### Metal 3

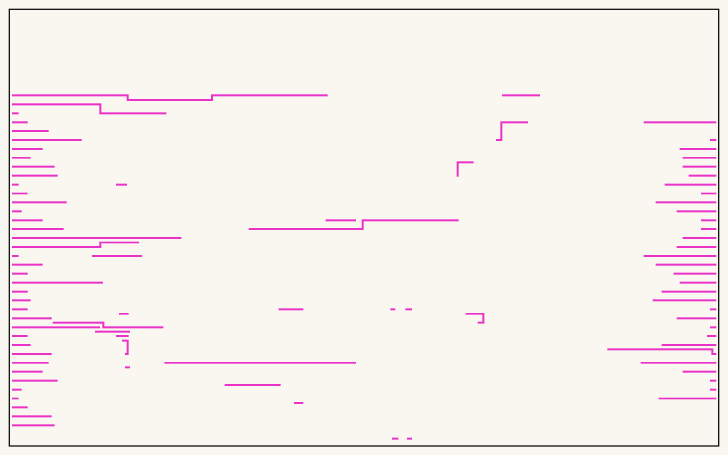
### Clock nets

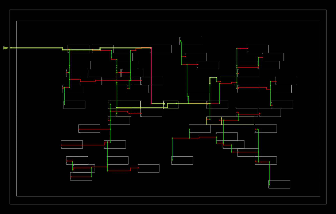
### Signal wires on met2

Bar = 20 µm.
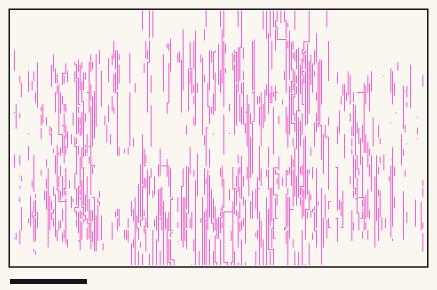
==> config.mk <==
export PLATFORM = sky130hd
export DESIGN_NAME = instr_encoder_loader
export DESIGN_NICKNAME = d
export VERILOG_FILES = /design/src/rtl/instr_encoder_loader_pkg.sv /design/src/rtl/instr_pack.sv /design/src/rtl/instr_encoder_loader.sv
export SDC_FILE = /design/constraint.sdc
export NUM_CORES = 1
export LEC_CHECK = 0
export CORE_ASPECT_RATIO = 0.6
export CORE_MARGIN = 2
export CORE_UTILIZATION = 41
export DETAILED_ROUTE_END_ITERATION = 7
export PLACE_DENSITY = 0.9
export SYNTH_ARGS = -nofsm -noshare
export SYNTH_HDL_FRONTEND = slang
export SYNTH_SLANG_ARGS = --single-unit
==> constraint.sdc <==
create_clock -name clk -period 1.9 [get_ports clk]
set_clock_uncertainty 0.05 [all_clocks]
set_input_delay 0.19 -clock clk [delete_from_list [all_inputs] [get_ports clk]]
set_output_delay 0.19 -clock clk [all_outputs]
set_load 0.02 [all_outputs]
==> impl_metrics.py <==
# Auto-generated metrics
metrics = {
    "run_status": {
        "status": "finished, final reports clean",
    },
    "layout": {
        "n_antenna_cell": 0,
        "largest_register_ffs": 30,
        "drive_gt1_share_pct": 10.1,
        "fin_nets": 523,
        "area_delta_synth_final_pct": 54.1,
        "stdcell_area_mm2": 0.00410,
    },
    "global_routing": {
        "grt_max_degree": 41,
        "antenna_found_initial": 0,
        "grt_pass1_wl_mm": 13.3,
        "grt_usage_pct": 23.4,
        "grt-ovfl-total": 0,
        "grt_pass1_vias": 2758,
    },
    "power": {
        "irDropWorstVdd_mv": 0.502,
        "power.total_mw": 2.45,
        "power.leakage_nw": 1.50,
        "powerDensity_mw_per_mm2": 598,
    },
    "logic_synthesis": {
        "top_cells_by_count": "a21oi_1 (54), dfxtp_1 (47), nor2_1 (40)",
        "ys_warn_count": 0,
        "yosys-stat-area_mm2": 0.00266,
        "edf_count": 0,
        "syn_nets": 406,
        "top_area_cell": "dfxtp_1",
        "area_leaders": "dfxtp_1 (35%), a21oi_1 (10%), mux2i_1 (6.0%)",
        "avgSynthCellArea_um2": 8.09,
        "yosys_most_used_dff": "dfxtp_1",
        "ys_types": 38,
        "postSynthCellCount": 329,
        "yosysSeqAreaShare_pct": 35.3,
        "ys_ff": 47,
        "synth.yosys.num_cells": 329,
        "synth_top_area_share_pct": 35.3,
        "async_reset_ff_share_pct": 0,
        "synth_area_mm2": 0.00266,
        "yosys.cell_count.top_type": "a21oi_1",
    },
    "job": {
        "max_cap_violations": 0,
        "warnings": 26,
    },
    "clocking": {
        "clk_latency_ps": 290,
        "hold_buffers": 0,
        "cts_max_path_buffers": 2,
        "cts_setup_buffers": 0,
        "clkTransAtPathRegs_ps": 90,
        "cts_tree": "done",
        "cts_resized": 1,
        "cts-htree-levels": 2,
        "numClockSinks": 47,
        "cts_root_buf": "clkbuf_8",
    },
    "sta": {
        "report.final.setup_viol": 0,
        "worst_slew_pin_slew_ps": 570,
        "hold_viol": 0,
        "finalSetupTns_ps": 0,
        "period_needed_ps": 1790,
        "hold_slack_ps": 257,
        "final_max_slew_viol_count": 0,
        "rsz0062_at_grt": "false",
        "slew_headroom_pct": 61.8,
        "finalClockPeriodUsage_pct": 94.0,
        "clock.fmax_mhz": 560,
    },
    "floorplanning": {
        "die_y_um": 66.4,
        "fp_util_pct": 43.0,
        "core_mm2": 0.00619,
        "dieArea_mm2": 0.00718,
        "ios": 126,
        "fp-row-count": 22,
        "die_x_um": 108,
    },
    "drt": {
        "ant_nets": 0,
        "drt_first_pass_iters": 4,
        "wire_per_inst_um": 15.3,
        "via_per_inst": 5.30,
        "drt_iter0_drc": 120,
        "drc": 0,
    },
    "worst_setup_path": {
        "cp.arrival_ps": 1550,
        "cp_max_fo": 5,
        "crit_path_start_kind": "flip-flop",
        "r2r_slack_ps": 230,
        "critPathKind": "flip-flop to output pin",
        "critPathCaptureType": "output pin",
        "crit_required_ps": 1660,
        "r2r_cells": 6,
    },
    "placement": {
        "port_buffers": 124,
        "dpl_cell_area_mm2": 0.00397,
        "gp_congestion": 0.816,
        "dp_hpwl_mm": 6.04,
    },
    "worst_hold_path": {
        "hold_class": "primary input to flip-flop",
        "min_path_cells": 3,
    },
}
## Picture notes: 'Metal 3'
main direction: horizontal
share of all routed wire: 7.2%
wire length on this layer: 587 µm
longest straight run: 29.0 µm
grt met3 use: 5.62%
final wirelength: 8.13 mm
DR vias: 2815

## Picture notes: 'Clock nets'
clock buffers: 6
TritonCTS Buffers: 5
sequential cells: 47

## Picture notes: 'Signal wires on met2'
nets with wire on the layer: 442
share of all routed wire: 46%
grt met2 use: 39.5%

[logic make-up after synthesis]
family / count (synthesis) / synth area share, %
simple gates: 130 / 24.2
compound gates: 93 / 24.3
flops: 47 / 35.3
buf+inv: 34 / 7.14
mux: 16 / 6.01
xor+xnor: 7 / 2.30
fa+ha+maj: 1 / 0.470
other cells: 1 / 0.141
[metrics by stage]
step / setup WS (ps) / instances / util [%]
6_report: 114 / 531 / 66.2
4_1_cts: 115 / 531 / 66.2
3_5_place_dp: -2.39 / 523 / 64.1
3_3_place_gp: 19.1 / 523 / 64.1
2_1_floorplan: 331 / 329 / -
5_1_grt: 31.2 / 531 / 66.2
[cells in the final DEF, fill, tap and decap left out, types with 2 or more instances in the layout]
master           synthesis  final
nand3_1                 12     12
and2_1                   3      3
clkbuf_8                 0      5
a211oi_2                12     12
nand2b_1                12     12
buf_12                   0      2
clkdlybuf4s50_1          0    120
nor2_1                  40     40
nand2_1                 20     20
a211o_1                 16     16
buf_4                    4     16
mux2i_1                 16     16
nor3_1                  18     18
a211oi_1                 4      4
a31oi_1                  2      2
a21oi_1                 54     54
bufinv_16                0      2
xor2_1                   5      5
dfxtp_1                 47     47
buf_2                   14      3
xnor2_1                  2      2
nor2b_1                 12     12
nor3_2                   2      2
nand4_1                  5      5
[worst max-delay path, cell delays in order (launching register included)]
cell and delay (ps):
dfxtp_1 360, nand2b_1 190, nor2_1 100, clkdlybuf4s50_1 610
[per-layer routing]
metal	global-route usage, %	share of wire (%)	vias to the layer above
met4	5.77	0.98	0
met3	5.62	7.2	11
li1	-	-	1393
met5	0	0	-
met1	30.2	46	1305
met2	39.5	46	106
[power breakdown]
part           total, mW  leakage (nW)  internal (mW)  switching (mW)
Combinational      0.571          1.06          0.306           0.265
Clock              0.849        0.0654          0.526           0.323
Sequential          1.03         0.381           1.01          0.0189
Total               2.45          1.50           1.84           0.607
[area by class of cell]
class / count / area (µm²)
well taps: 84 / 105
flip-flops and latches: 47 / 941
inverters: 2 / 7.51
clock inverters: 2 / 60.1
repair buffers: 142 / 1390
multi-input cells: 248 / 1530
clock buffers: 6 / 72.6
fillers: 532 / 2090
Power is estimated from default activity; no workload was simulated.
